## config.mk

```make
export PLATFORM = sky130hd
export DESIGN_NAME = ifetch_queue
export DESIGN_NICKNAME = d
export VERILOG_FILES = /design/src/rtl/ifetch_queue.sv
export SDC_FILE = /design/constraint.sdc
export NUM_CORES = 1
export LEC_CHECK = 0
export CAP_MARGIN = 20
export CORE_MARGIN = 5
export CORE_UTILIZATION = 59
export CTS_CLUSTER_SIZE = 20
export DETAILED_ROUTE_END_ITERATION = 7
export PLACE_DENSITY = 0.81
export SKIP_CTS_REPAIR_TIMING = 1
export SLEW_MARGIN = 5
export SYNTH_ARGS = -nofsm -noshare
export SYNTH_HDL_FRONTEND = slang
export SYNTH_SLANG_ARGS = --single-unit
```

## constraint.sdc

```tcl
create_clock -name clk -period 16 [get_ports clk]
set_input_delay 2.4 -clock clk [delete_from_list [all_inputs] [get_ports clk]]
set_output_delay 2.4 -clock clk [all_outputs]
set_load 0.005 [all_outputs]
```

## src/rtl/ifetch_queue.sv

```systemverilog
// ifetch_queue: first-word-fall-through instruction fetch FIFO with single-cycle flush
module ifetch_queue #(
  parameter int DEPTH = 4,
  parameter int AW = 2
) (
  input  logic          clk,
  input  logic          rst,
  input  logic          in_valid,
  input  logic [31:0]   in_inst,
  input  logic [31:0]   in_pc4,
  output logic          in_ready,
  output logic          out_valid,
  output logic [31:0]   out_inst,
  output logic [31:0]   out_pc4,
  input  logic          out_ready,
  input  logic          flush,
  output logic [AW:0]   count
);
  logic [63:0]   mem_q [DEPTH];
  logic [AW-1:0] wr_ptr_q, wr_ptr_d, rd_ptr_q, rd_ptr_d;
  logic [AW:0]   count_q, count_d;
  logic          full, empty, push, pop;
  assign full      = count_q == (AW+1)'(DEPTH);
  assign empty     = count_q == '0;
  assign in_ready  = !full;
  assign out_valid = !empty;
  assign push      = in_valid & in_ready;
  assign pop       = out_valid & out_ready;
  assign count     = count_q;
  assign {out_inst, out_pc4} = empty ? 64'h0 : mem_q[rd_ptr_q];
  // Pointers wrap naturally at DEPTH; flush overrides any push/pop
  always_comb begin
    wr_ptr_d = flush ? '0 : wr_ptr_q + AW'(push);
    rd_ptr_d = flush ? '0 : rd_ptr_q + AW'(pop);
    count_d  = flush ? '0 : count_q + (AW+1)'(push) - (AW+1)'(pop);
  end
  // Control state, cleared immediately by reset
  always_ff @(posedge clk or posedge rst) begin
    if (rst) begin
      wr_ptr_q <= '0;
      rd_ptr_q <= '0;
      count_q  <= '0;
    end else begin
      wr_ptr_q <= wr_ptr_d;
      rd_ptr_q <= rd_ptr_d;
      count_q  <= count_d;
    end
  end
  // Storage is never cleared; a flushed push is not written
  always_ff @(posedge clk) begin
    if (push && !flush) mem_q[wr_ptr_q] <= {in_inst, in_pc4};
  end
endmodule

```

==> notes.md, run 1 <==
State of the implementation.

- The run finished with clean final reports.
- The clock network power consumption is 595 µW, for reference.
- The cell internal power dissipation is 1500 µW, for reference.
- The layout summary lists the proportion of cells stronger than drive strength 1 as between 10% and 20%.
- The combinational power is 554 µW, for reference.
- The cell sequence reported for the critical path is buf_4 -> mux4_1 -> and2_1 -> clkdlybuf4s50_1.
- Looking at the power breakdown, combinational cells take 27.9% of the total.
- The clock tree has to reach 263 sinks.
- For this run, the chip area from Yosys synthesis comes to 10,200 µm².
- The power density over the cells is 157 nW/µm², for reference.
- The via count of the first global-routing pass was 5,196.
- The number of setup violations in the final report is 0, for reference.
- Counting flops with a built-in enable in the synthesized netlist gives 256.
- In the post-synthesis netlist, the biggest area contributors are sky130_fd_sc_hd__edfxtp_1 (76%), sky130_fd_sc_hd__mux4_2 (13%), sky130_fd_sc_hd__and2_1 (4.0%).
- Recorded from the global router log, the overflow total was 0.
- The layout buffering overhead excluding clock cells is around 12%, for reference.
- STA puts the critical path data required time at 13.60 ns.
- The stage logs contain a warning count of 26.
- The total number of nets in the final design is 670, for reference.
- mem_q holds more flip-flops than any other register.
- The met1 wire length is around 7 mm, for reference.
- Setup repair after global routing left no endpoint under its margin.
- Summing the areas of all compound-gate instances in the mapped netlist gives 0% of the synthesized area.
- The most used flip-flop cell after synthesis is sky130_fd_sc_hd__edfxtp_1.
- The violation tally from detailed-route iteration zero is 318, for reference.
- Yosys printed 0 warnings.
- The repair_antennas step left the layout with diodes totalling 1.
- The slew at the pin with the worst max-slew slack is 0.930 ns, for reference.
- The first global-routing pass estimated 28.4 mm of wire.
- The net load switching power is 478 µW, for reference.
- The synthesized instance count is 443, for reference.
- The family with the most delay on the worst path is buffers and inverters, for reference.
- The number of cell rows is between 40 and 50, for reference.
- After detailed routing, the number of remaining DRC violations is 0.
- The startpoint identified for the worst register-to-register timing path is count[1].
- The post-synthesis to final-layout area growth is 24.2%, for reference.
- Including well taps, the total number of placed cells is slightly below 800.
- For reference, the post-synthesis area per instance comes to 22.9 µm².
- The number of flip-flops and latches is 263, for reference.
- Measured against its own limit, the worst slew margin works out to between 30% and 40%.
- In this run the tool buffered the top-level ports with 137 buffer cells.
- The register with the most flip-flops in the layout has 256 of them.
- The pin count of the biggest net entering global routing is 67, for reference.
- The HPWL after detailed placement is ~11 mm, for reference.
- The initial antenna violation count is 1.
- Counting both buffers and inverters, the worst setup path holds a total of 2.
- STA reports a reg2reg setup slack of about 13 ns.
- For reference, the final report shows the hold violation count at 0.
- Counting every net in the synthesized netlist gives 517.
- In the layout the tool counted multi-input logic cells amounting to approximately 150.
- The dominant non-sequential cell family after synthesis is multiplexers, for reference.
- The setup total negative slack is 0 ns, for reference.
- Power comes to approximately 2000 µW.
- Overall routing resource usage recorded by global route was between 10% and 20%.
- The instance area after placement is about 12,000 µm², for reference.
- The flow inserted 225 tap cells.
- The report shows a maximum critical-path fanout of 43.
- Looking at the reg2reg group, the worst path ends at count[2].
- Per the OpenROAD timing report, the critical path contains 4 cells.
- Looking at the clock tree report, the H-tree level count equals 1.
- Per the layout area report, the combinational gate area comes to 2120 µm².
- The final cell count without fillers is approximately 840, for reference.
- Before any placement, the netlist area is recorded as about 10,000 µm².
- The worst hold slack is 0.603 ns, for reference.
- TritonCTS built the clock tree.
- The worst setup path is launched from a flip-flop.
- The highest clock rate this design can be run at is 176 MHz.
- In this run switching power makes up between 20% and 30% of total power.
- The start point of the critical path is rd_ptr_q[0], for reference.
- The synth_stat.txt file lists the number of cells as 443.
- The tree is rooted in a sky130_fd_sc_hd__clkbuf_16.
- The cell depth of the worst hold path is 2, for reference.
- The routed length on met3 is 979 µm, for reference.
- The full die area is 19,900 µm², for reference.
- Looking at the worst setup and hold paths, the clock pins of their registers show a slew of 0.06 ns.
- The setup slack at placement is 10.75 ns, for reference.
- Per Yosys stat, the portion of area used by sequential elements is between 70% and 80%.
- For this run, the detailed router reports a per-instance via density of 5.56.
- The tally of filler cells in the layout is 982, for reference.
- The delay contributed by the slowest stage of the critical path is 0.76 ns, for reference.
- Synthesis instantiated 22 different standard cells from the library.
- After synthesis the netlist holds a flip-flop and latch count of 263.
- The worst reg-to-reg path cell count is 10, for reference.
- The number of buffers inserted during clock tree synthesis is 27, for reference.
- Sorting the synthesized cells by how often they occur yields sky130_fd_sc_hd__edfxtp_1 (256), sky130_fd_sc_hd__and2_1 (65), sky130_fd_sc_hd__mux4_2 (60).
- The global placer's final weighted congestion is 0.707, for reference.
- The worst setup path is captured at an output pin.
- The slowest cell on the critical path is sky130_fd_sc_hd__buf_4, for reference.
- The layout buffer count excluding clock buffers is 146, for reference.
- The region available for standard cell placement spans 17,100 µm².
- The count of antenna-violating nets left after detailed routing is 0, for reference.
- The leading cell category by total area is sequential cells, for reference.
- The final worst-path cycle share is a little over a third, for reference.
- The critical setup path kind is reg2out, for reference.
- The layout has 30 clock buffers.
- The length of routed met2 wiring is roughly 9.4 mm, for reference.
- The termination of the worst setup path is out_pc4[1], for reference.
- The arrival time at the worst endpoint is 3.27 ns, for reference.
- The sequential power share is 42.0%, for reference.
==> run 1: per-layer routing <==
layer,global-route usage (%),vias up
met5,0,-
met1,24.4,2424
met4,5.41,0
li1,-,2117
met3,2.99,20
met2,32.1,129
==> run 1: layout by cell type (no fill, tap or decap), drive strengths merged <==
cell type	synthesis	final
xnor2	2	2
edfxtp	256	256
dfrtp	7	7
clkinv	0	13
and4b	1	1
nor4bb	2	2
nor3b	1	1
nor2b	4	4
fa	1	1
diode	0	1
and2	65	65
nor4b	1	1
ha	4	4
xnor3	1	1
clkinvlp	0	3
clkbuf	8	30
nor2	5	5
bufinv	0	3
buf	14	9
mux4	64	64
inv	4	5
clkdlybuf4s50	0	137
or3	1	1
nand2b	2	2
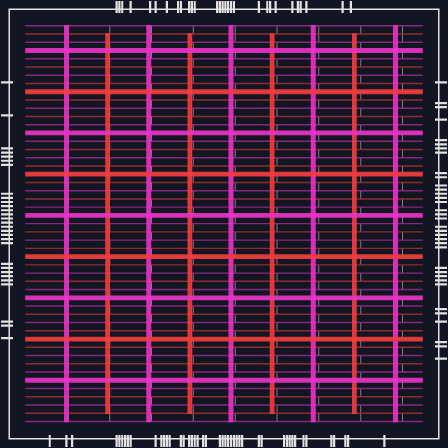
Run 1: supply network
Pins as bars on the die edge. Tap cells in grey.
legend:
  VDD:
    colour: red
  VSS:
    colour: magenta
tap cells: 225
met5 straps: 9
met1 rails: 49
signal pins: 138
met4 straps: 9
Die W: 141 µm
Worst IR Drop VDD: 0.000114 V

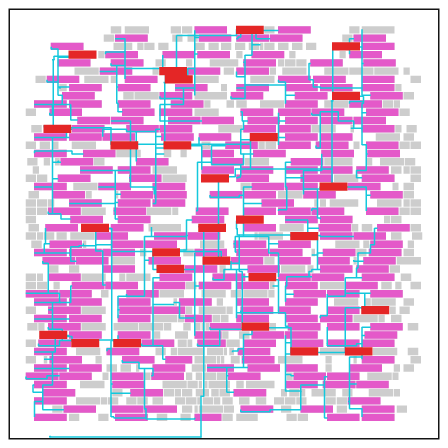
Run 1: routed clock nets over the placement
legend:
  clock-net drivers:
    colour: red
    count: 27
  clock wires:
    colour: cyan
    length: 2,590 µm
  flip-flops:
    colour: magenta
    count: 263
flops lie: spread over the die
routed clock nets: 28
power share of the clock group: 30.0%
Insertion Delay late pin: 0.51 ns

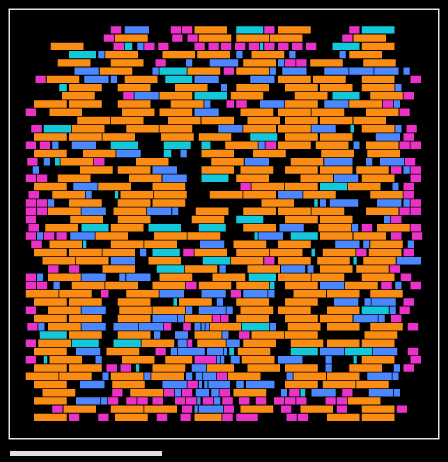
Run 1: cells coloured by class
The bar under the picture is 50 µm long.
legend:
  registers:
    colour: orange
    cells: 263
    share_of_their_area: 64%
  remaining buffers and delay cells:
    colour: magenta
    cells: 146
    share_of_their_area: 12%
  remaining logic cells:
    colour: blue
    cells: 158
    share_of_their_area: 17%
  clock drivers and dummy loads:
    colour: cyan
    cells: 50
    share_of_their_area: 7.0%
fraction of the core area covered by cells at the end of the flow: 73.7%
Seq/total area: 62.4%

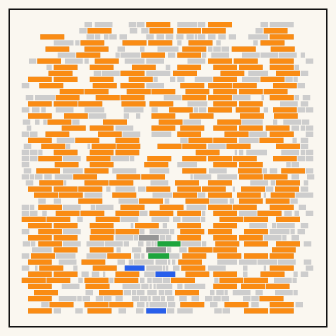
Run 1: where the registers sit
legend:
  `mem_q`:
    colour: orange
    sequential_cells: 256
    where: spread over the die
  `rd_ptr_q`:
    colour: green
    sequential_cells: 2
  `count`:
    colour: blue
    sequential_cells: 3
not coloured: 2
power attributed to sequential cells: 833 µW
Register Area: 7870 µm²

Run 1, track usage over the die:
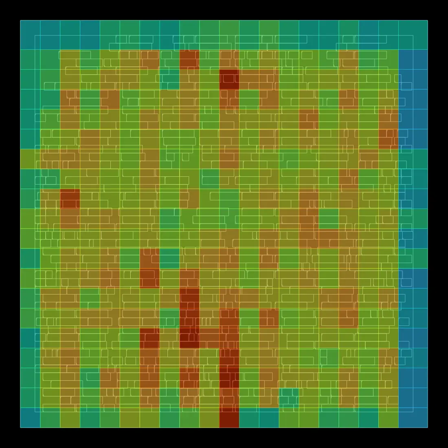

==> run 1 -> run 2 <==
--- a/config.mk
+++ b/config.mk
@@ -7,10 +7,10 @@
 export LEC_CHECK = 0
 export CAP_MARGIN = 20
 export CORE_MARGIN = 5
-export CORE_UTILIZATION = 59
+export CORE_UTILIZATION = 55
 export CTS_CLUSTER_SIZE = 20
 export DETAILED_ROUTE_END_ITERATION = 7
-export PLACE_DENSITY = 0.81
+export PLACE_DENSITY = 0.76
 export SKIP_CTS_REPAIR_TIMING = 1
 export SLEW_MARGIN = 5
 export SYNTH_ARGS = -nofsm -noshare
==> constraint.sdc (replaced) <==
create_clock -name clk -period 5.8 [get_ports clk]
set_input_delay 0.87 -clock clk [delete_from_list [all_inputs] [get_ports clk]]
set_output_delay 0.87 -clock clk [all_outputs]
set_load 0.005 [all_outputs]
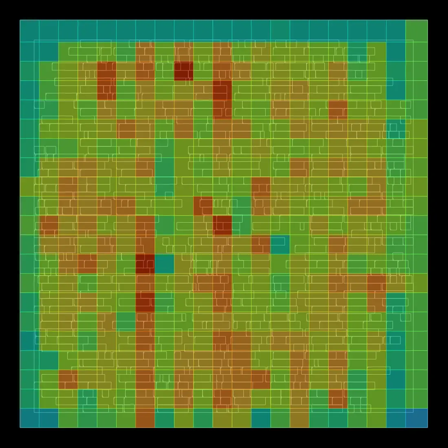
Run 2: track usage over the die
routed length per placed instance: 22.0 µm
met1 track demand over resource: 23.5%
routing usage on met3: 3.55%
fraction of the core area covered by cells at the end of the flow: 70.2%

==> run 2 against run 1 <==
Combinational power rose to 2.7 times the previous value. Sequential share of layout area decreased by 0.42 points. Highest routed layer unchanged. Critical endpoint is now out_pc4[23]. Largest power group unchanged. Synthesized area did not move. Total power went up to 2.8 times the previous value.
==> notes.md, run 2 <==
State of the implementation.

- The first routing iteration left 243 violations.
- The critical setup path kind is reg2out, for reference.
- Counting only logic cells after layout, the most numerous master is sky130_fd_sc_hd__edfxtp_1.
- Traced cell by cell, the critical path runs through buf_4 -> mux4_2 -> and2_1 -> clkdlybuf4s50_1.
- Yosys mapped a number of flops with a built-in enable equal to 256.
- The main power-consuming group is sequential cells, for reference.
- The HPWL after detailed placement is between 10 and 15 mm, for reference.
- Overall routing resource usage recorded by global route was 18.0%.
- The slowest stage of the critical path is the sky130_fd_sc_hd__dfrtp_4 cell.
- TritonCTS built the clock tree.
- The synthesized instance count is around 440, for reference.
- The run finished with clean final reports.
- For reference, the top cells by area after synthesis are sky130_fd_sc_hd__edfxtp_1 (76%), sky130_fd_sc_hd__mux4_2 (13%), sky130_fd_sc_hd__and2_1 (4.0%).
- The via count of the first global-routing pass was 5,262.
- The family with the most delay on the worst path is flip-flops, for reference.
- The fraction of registers with async set/reset is 2.66%, for reference.
- The iteration tally of the first detailed-router pass is 4, for reference.
- Summed over all nets, the switching power comes to between 1000 and 1500 µW.
- After clock tree synthesis, the clock-pin slew on the worst setup and hold paths is ~0.06 ns.
- Setup repair after global routing left no endpoint under its margin.
- Nets still carrying antenna violations after routing amount to 0.
- The required time at the worst-slack endpoint is 4.93 ns, for reference.
- The final instance area is roughly 13,000 µm², for reference.
- Summed over all nets, wire length on met2 after detailed routing comes to 9.75 mm.
- The clock period could shrink to 4.10 ns.
- The average cell area after synthesis is 22.9 µm², for reference.
- The synthesis stats list as the most numerous cell sky130_fd_sc_hd__edfxtp_1.
- The floorplan step defined a core boundary enclosing roughly 18,000 µm².
- The full die area is 21,300 µm², for reference.
- The share of total power in the clock network is about a third, for reference.
- Prior to clock tree synthesis, the placed netlist has a worst setup slack of 2.13 ns.
- After synthesis, the design contains approximately 440 cells according to Yosys.
- The cell sitting at the root of the clock tree is a sky130_fd_sc_hd__clkbuf_16.
- For the pin with the worst max-slew slack, the measured transition is 1.06 ns.
- Entering global routing, the biggest net connects 51 pins.
- According to the Yosys statistics, the synthesized design has a chip area of 10,200 µm².
- Of the synthesized area, sequential elements account for 77.4%.
- The number of flip-flops in the largest register is about 260, for reference.
- The buffer and inverter count on the worst path is 2, for reference.
- The register ranked first by flip-flop count is mem_q, for reference.
- The slew check shows that the tightest pin keeps a relative margin of 29.1%.
- The post-layout worst setup margin is 1.70 ns, for reference.
- Per the final layout report, the fraction of cells sized above drive strength 1 comes to 18.8%.
- The post-synthesis to final-layout area growth is 25.0%, for reference.
- The number of buffers inserted during clock tree synthesis is 26, for reference.
- The internal portion of the total power is roughly 4300 µW.
- The net switching fraction of the power is 23.7%, for reference.
- STA shows the worst min-delay path finishing at wr_ptr_q[1].
- Per the placement report, the placed cell count is 799.
- In this run the worst setup path terminates at out_pc4[23].
- The delay contributed by the slowest stage of the critical path is between 1 and 1.5 ns, for reference.
- The layout has 1,082 filler cells.
- For the worst min-delay path, the startpoint reported by OpenROAD is wr_ptr_q[1].
- In this run the VDD rail shows a maximum IR drop of 0.000331 V.
- The clock sink count is about 260, for reference.
- The DRC violations left is 0, for reference.
- In the global route stage, met2 resource usage came out at a little under a third.
- The total number of nets in the final design is approximately 670, for reference.
- The most critical hold endpoint after final layout shows a slack of 0.587 ns.
- The total leakage power is 0.00409 µW, for reference.
- The vertical die dimension is around 150 µm, for reference.
- The worst reg-to-reg path cell count is 10, for reference.
- Data on the critical path arrives at its endpoint at about 3.2 ns.
- Counting instances in the post-synthesis netlist gives the leading cell types as sky130_fd_sc_hd__edfxtp_1 (256), sky130_fd_sc_hd__and2_1 (65), sky130_fd_sc_hd__mux4_2 (60).
- The maximum net fanout on the critical path is 50, for reference.
- The start point of the critical path is rd_ptr_q[0], for reference.
- For this run, the number of Yosys warnings is 0.
- The initial antenna violation count is 0.
- After detailed routing, no signal wire sits above met4.
- The sequential power share is 41.8%, for reference.
- Counting along the longest clock path gives a buffer depth of 3.
- The final cell count without fillers is 847, for reference.
- The total number of warnings across the stage logs is 26, for reference.
- The power drawn by the sequential cells is 2350 µW, for reference.
- Post-route period utilization is reported as 70.8%.
- In the hold timing report, the worst path depth is 2.
- The worst setup skew after layout is between 0.015 and 0.02 ns, for reference.
- The combinational power is about 1500 µW, for reference.
- The detailed-route via count is between 4,000 and 5,000, for reference.
- The remaining global-route overflow is 0, for reference.
- The startpoint kind of the worst setup timing path is a flip-flop, for reference.
- The floorplan report gives the top-level pin count as 138.
- The first global-routing pass estimated 29.7 mm of wire.
- Per the gpl log, the routability congestion estimate is between 0.7 and 0.8.
- The global routing's busiest layer is met2, for reference.
- The path class of the tightest hold or removal check is reg2reg.
- The max-cap check violation count is 0, for reference.
- The number of register bits inferred by synthesis is roughly 260, for reference.
- The count of unique library cells instantiated by Yosys is 22, for reference.
- The width of the die is 146 µm, for reference.
- In the layout the commonest cells are sky130_fd_sc_hd__edfxtp_1 (256), sky130_fd_sc_hd__clkdlybuf4s50_1 (137), sky130_fd_sc_hd__and2_1 (65).
- The worst setup path is captured at an output pin.
- For this run, the script counts the antenna cells in the layout as 0.
- Summing every instance area after synthesis gives 10,200 µm².
- The terminus of the critical flop-to-flop path is count[2], for reference.
- Based on the critical path, the design can be clocked at up to 244 MHz.
- The launch point of the worst reg-to-reg path is count[1], for reference.
- In this run the register-to-register setup slack is 2.78 ns.
- The via density per instance is 5.55, for reference.
- Setup violations remaining at the end of the flow were counted as 0.
- The number of pins with negative max-slew slack in the final report is 0, for reference.
- The leading register cell type out of synthesis is sky130_fd_sc_hd__edfxtp_1, for reference.
- The clock network power consumption is between 1500 and 2000 µW, for reference.
- The power density over the cells is approximately 440 nW/µm², for reference.
- After detailed routing, the wire length on met1 is roughly 7.5 mm.
- The count of endpoints failing hold in the final timing report is 0, for reference.
- The count of buffers from port buffering is 137, for reference.
- The number of cell rows is 49, for reference.
- The overall power after layout is 5620 µW, for reference.
- The routed design uses 975 µm of met3 wire.
- CTS built an H-tree with a depth of 1.
- For the final routed database, the setup TNS stands at 0 ns.
- The critical path runs through a total of 4 cells.
- Combinational cells account for 26.6% of the total power.
- The insertion delay of the later-clocked pin in the worst-skew pair is 0.52 ns, for reference.
- Counting every net in the synthesized netlist gives 517.
- The placement stage leaves a total instance area of 11,800 µm².
run 2: cell counts after synthesis:
No cell type changed its count.
run 2: area by class of cell:
cell class                      count  area (µm²)  share of cell area [%]
Clock inverter                     17         233                    1.83
Sequential cell                   263        7870                    62.0
Tap cell                          229         287                    2.26
Clock buffer                       31         691                    5.44
Multi-Input combinational cell    154        2130                    16.8
Timing Repair Buffer              149        1470                    11.6
Inverter                            4        15.0                   0.118
run 2: cells by family (layout without fill, tap and decap cells):
logic type,after synthesis,after routing,share of synthesized area (%)
adders and majority gates,5,5,0.690
xor gates and xnor gates,3,3,0.394
muxes,64,64,14.3
buffers and inverters,26,201,2.08
and+or+nand+nor,82,82,5.08
DFF,263,263,77.4
No activity file was given, so power comes from the tool's default toggle rates.
